[src/rtl/ufm_cache_reader.sv]
// Multi-line page cache in front of the ufm_streamer page engine: byte reads hit resident
// 16-byte pages, misses fill the round-robin victim, and an optional next-page prefetch.
module ufm_cache_reader #(
  parameter int ADDR_W    = 15,
  parameter int NUM_LINES = 2,
  parameter int PREFETCH  = 1
) (
  input  logic              clk_i,
  input  logic              rst_i,
  input  logic              req_valid_i,
  output logic              req_ready_o,
  input  logic [ADDR_W-1:0] req_addr_i,
  output logic              rsp_valid_o,
  output logic [7:0]        rsp_data_o,
  output logic              rsp_hit_o,
  input  logic              flush_i,
  output logic              strm_start_o,
  output logic [ADDR_W-5:0] strm_page_addr_o,
  input  logic              strm_ready_i,
  input  logic [7:0]        strm_data_i,
  input  logic              strm_stb_i
);

  localparam int PW = ADDR_W - 4;
  localparam int LW = (NUM_LINES > 1) ? $clog2(NUM_LINES) : 1;

  typedef enum logic [2:0] {
    S_IDLE, S_LOOKUP, S_ISSUE, S_FILL, S_RESP, S_PF_ISSUE, S_PF_FILL
  } state_t;

  state_t              state_q;
  logic [ADDR_W-1:0]   addr_q;
  logic [NUM_LINES-1:0] valid_q;
  logic [PW-1:0]       tag_q [NUM_LINES];
  logic [LW-1:0]       repl_q;
  logic [LW-1:0]       victim_q;
  logic [3:0]          cnt_q;
  logic                fill_flushed_q;
  logic                rsp_valid_q;
  logic                rsp_hit_q;
  logic [7:0]          rsp_data_q;
  logic                strm_start_q;
  logic [PW-1:0]       strm_page_q;
  logic [7:0]          mem_q [NUM_LINES*16];

  logic [PW-1:0]       page;
  logic [PW-1:0]       page_inc;
  logic [3:0]          off;
  logic                hit;
  logic [LW-1:0]       hit_idx;
  logic                pf_resident;
  logic [LW-1:0]       repl_d;
  logic                fill_we;
  logic [7:0]          rd_data;

  assign page     = addr_q[ADDR_W-1:4];
  assign off      = addr_q[3:0];
  assign page_inc = page + 1'b1;
  assign repl_d   = (NUM_LINES == 1) ? '0 : repl_q + 1'b1;
  assign rd_data  = mem_q[{hit_idx, off}];
  assign fill_we  = !rst_i && strm_stb_i && (state_q == S_FILL || state_q == S_PF_FILL);

  // Lookups already honour a flush arriving this cycle.
  always_comb begin
    hit         = 1'b0;
    hit_idx     = '0;
    pf_resident = 1'b0;
    for (int i = 0; i < NUM_LINES; i++) begin
      if (valid_q[i] && !flush_i) begin
        if (tag_q[i] == page) begin
          hit     = 1'b1;
          hit_idx = LW'(i);
        end
        if (tag_q[i] == page_inc) pf_resident = 1'b1;
      end
    end
  end

  always_ff @(posedge clk_i) begin
    if (fill_we) mem_q[{victim_q, cnt_q}] <= strm_data_i;
  end

  always_ff @(posedge clk_i) begin
    if (rst_i) begin
      state_q        <= S_IDLE;
      addr_q         <= '0;
      valid_q        <= '0;
      repl_q         <= '0;
      victim_q       <= '0;
      cnt_q          <= '0;
      fill_flushed_q <= 1'b0;
      rsp_valid_q    <= 1'b0;
      rsp_hit_q      <= 1'b0;
      rsp_data_q     <= '0;
      strm_start_q   <= 1'b0;
      strm_page_q    <= '0;
      for (int i = 0; i < NUM_LINES; i++) tag_q[i] <= '0;
    end else begin
      rsp_valid_q  <= 1'b0;
      strm_start_q <= 1'b0;
      case (state_q)
        S_IDLE: begin
          if (req_valid_i) begin
            addr_q  <= req_addr_i;
            state_q <= S_LOOKUP;
          end
        end
        S_LOOKUP: begin
          if (hit) begin
            rsp_data_q  <= rd_data;
            rsp_hit_q   <= 1'b1;
            rsp_valid_q <= 1'b1;
            state_q     <= S_RESP;
          end else begin
            victim_q        <= repl_q;
            valid_q[repl_q] <= 1'b0;
            strm_page_q     <= page;
            state_q         <= S_ISSUE;
          end
        end
        S_ISSUE, S_PF_ISSUE: begin
          if (strm_ready_i) begin
            strm_start_q   <= 1'b1;
            cnt_q          <= '0;
            fill_flushed_q <= 1'b0;
            state_q        <= (state_q == S_ISSUE) ? S_FILL : S_PF_FILL;
          end
        end
        S_FILL, S_PF_FILL: begin
          if (flush_i) fill_flushed_q <= 1'b1;
          if (strm_stb_i) begin
            cnt_q <= cnt_q + 4'd1;
            // Demand byte is captured as it streams past, so no read-after-write bypass is needed.
            if (state_q == S_FILL && cnt_q == off) rsp_data_q <= strm_data_i;
            if (cnt_q == 4'hF) begin
              tag_q[victim_q] <= strm_page_q;
              if (!fill_flushed_q && !flush_i) valid_q[victim_q] <= 1'b1;
              repl_q <= repl_d;
              if (state_q == S_FILL) begin
                rsp_valid_q <= 1'b1;
                rsp_hit_q   <= 1'b0;
                state_q     <= S_RESP;
              end else begin
                state_q <= S_IDLE;
              end
            end
          end
        end
        S_RESP: begin
          if (PREFETCH != 0 && NUM_LINES > 1 && !pf_resident) begin
            victim_q        <= repl_q;
            valid_q[repl_q] <= 1'b0;
            strm_page_q     <= page_inc;
            state_q         <= S_PF_ISSUE;
          end else begin
            state_q <= S_IDLE;
          end
        end
        default: state_q <= S_IDLE;
      endcase
      if (flush_i) valid_q <= '0;
    end
  end

  assign req_ready_o      = (state_q == S_IDLE) && !rst_i;
  assign rsp_valid_o      = rsp_valid_q;
  assign rsp_data_o       = rsp_data_q;
  assign rsp_hit_o        = rsp_hit_q;
  assign strm_start_o     = strm_start_q;
  assign strm_page_addr_o = strm_page_q;

endmodule

[config.mk]
export PLATFORM = sky130hd
export DESIGN_NAME = ufm_cache_reader
export DESIGN_NICKNAME = d
export VERILOG_FILES = /design/src/rtl/ufm_cache_reader.sv
export SDC_FILE = /design/constraint.sdc
export NUM_CORES = 1
export LEC_CHECK = 0
export CAP_MARGIN = 20
export CORE_MARGIN = 1
export CORE_UTILIZATION = 40
export DETAILED_ROUTE_END_ITERATION = 7
export GPL_ROUTABILITY_DRIVEN = 0
export PLACE_DENSITY = 0.64
export SYNTH_ARGS = -nofsm -noshare
export SYNTH_HDL_FRONTEND = slang
export SYNTH_SLANG_ARGS = --single-unit
export TNS_END_PERCENT = 30
[constraint.sdc]
create_clock -name clk_i -period 2.74 [get_ports clk_i]
set_input_delay 0.548 -clock clk_i [delete_from_list [all_inputs] [get_ports clk_i]]
set_output_delay 0.548 -clock clk_i [all_outputs]
set_load 0.1 [all_outputs]
**Congestion heat map**

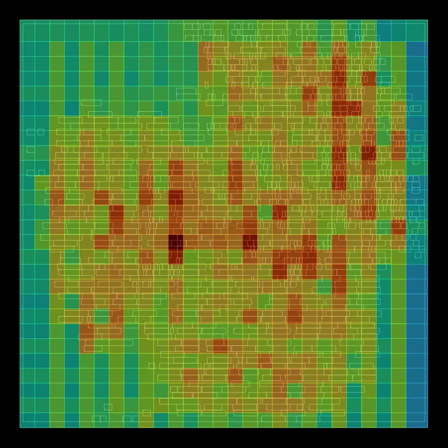
met1 Usage GRT: 0.269
Top Usage Layer GRT: met2
Util after Layout: 0.484
grt met2 use: 0.279
met3 Use GR: 0.0261

==> impl_metrics.tcl <==
# implementation run metrics
set metrics [dict create \
    status "finished, final reports clean" \
    drc 0 \
    antenna_found_initial 0 \
    setup_viol 0 \
    startpoint_type "register" \
    max-cap-violations 0 \
    final_common_cell "edfxtp_1" \
    worstHoldPathType "reg2reg" \
    fin_crit_ps 2580 \
    largestClassByArea "registers" \
    cts_max_path_buffers 3 \
    finalClockSkew_ps 18.2 \
    layout.non_clock_buffers 134 \
    drtPass1Iterations 5 \
    grt_pass1_vias 7971 \
    clock.fmax_ghz 0.388 \
    xor_share 0.0324 \
    nMultiInputCombCells 493 \
    path_clk_slew_ps 60 \
    r2r_start "addr_q[7]$_SDFFE_PP0P_" \
    comb_share 0.266 \
    die_y_um 189 \
]
**Placement density heat map**

19 x 19 tiles, from white (low) to dark blue (high), 0 to 100% covered.
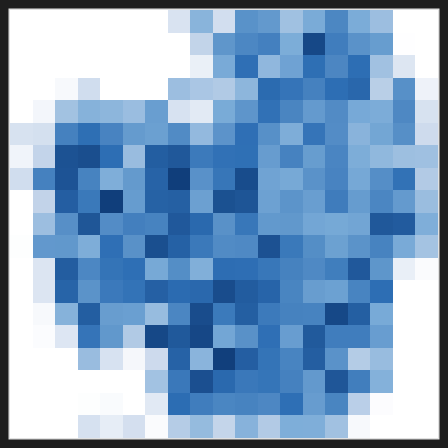
densest ninth of the die: center
fullest tile: 95%
nearly empty tiles: 21%
mean over tiles: 45%
tiles over 75% full: 15%

==> repair_timing <==
action                                  4_1_cts  5_1_grt
resized                                       0        2
buffers inserted                              0        0
endpoints found under the setup margin        0        1
==> cells in the mapped netlist (all sizes together), types with 4 or more instances <==
master	count
mux4	80
or3	5
xnor2	40
a21oi	34
mux2	8
clkbuf	25
inv	8
nor2b	15
o21ai	25
nor3	13
buf	25
nor4	4
mux2i	11
nor2	66
and3	4
a22o	10
dfxtp	49
nand4	9
and2	21
nand3b	4
xor2	12
edfxtp	278
nand2	72
ha	5
nand3	17
==> worst reg2reg max path: cells and delay by family (launching register included) <==
kind	cells	cell delay, ps
buffers and inverters	1	170
AOI/OAI and AO/OA	4	840
muxes	1	300
DFF	1	590
and+or+nand+nor	2	570
==> state kept, by name (all words and copies together) (netlist names) <==
name              count
mem_q               256
tag_q                22
addr_q               15
strm_page_addr_o     11
rsp_data_o            8
cnt_q                 4
state_q               3
valid_q               2
fill_flushed_q        1
repl_q                1
rsp_hit_o             1
rsp_valid_o           1
strm_start_o          1
victim_q              1
==> stage by stage <==
stage / power, mW / cell area [um^2] / setup slack, ps / utilization
4_1_cts: 12.2 / 16700 / 187 / 0.484
5_1_grt: 12.6 / 16700 / 37.5 / 0.484
3_5_place_dp: 7.50 / 15600 / 42.1 / 0.450
6_report: 12.1 / 16700 / 160 / 0.484
3_3_place_gp: 7.49 / 15600 / 51.1 / 0.450
2_1_floorplan: 6.88 / 14100 / 91.7 / -
==> power by group through the flow <==
stage | Clock [mW] | Combinational (mW) | Sequential [mW]
floorplan | 0 | 1.14 | 5.73
global placement | 0 | 1.80 | 5.69
detailed placement | 0 | 1.81 | 5.69
CTS | 4.84 | 1.81 | 5.59
global route | 5.02 | 1.93 | 5.60
finish | 4.73 | 1.80 | 5.59
Power figures rest on the tool's default switching activity, not on a simulated workload.
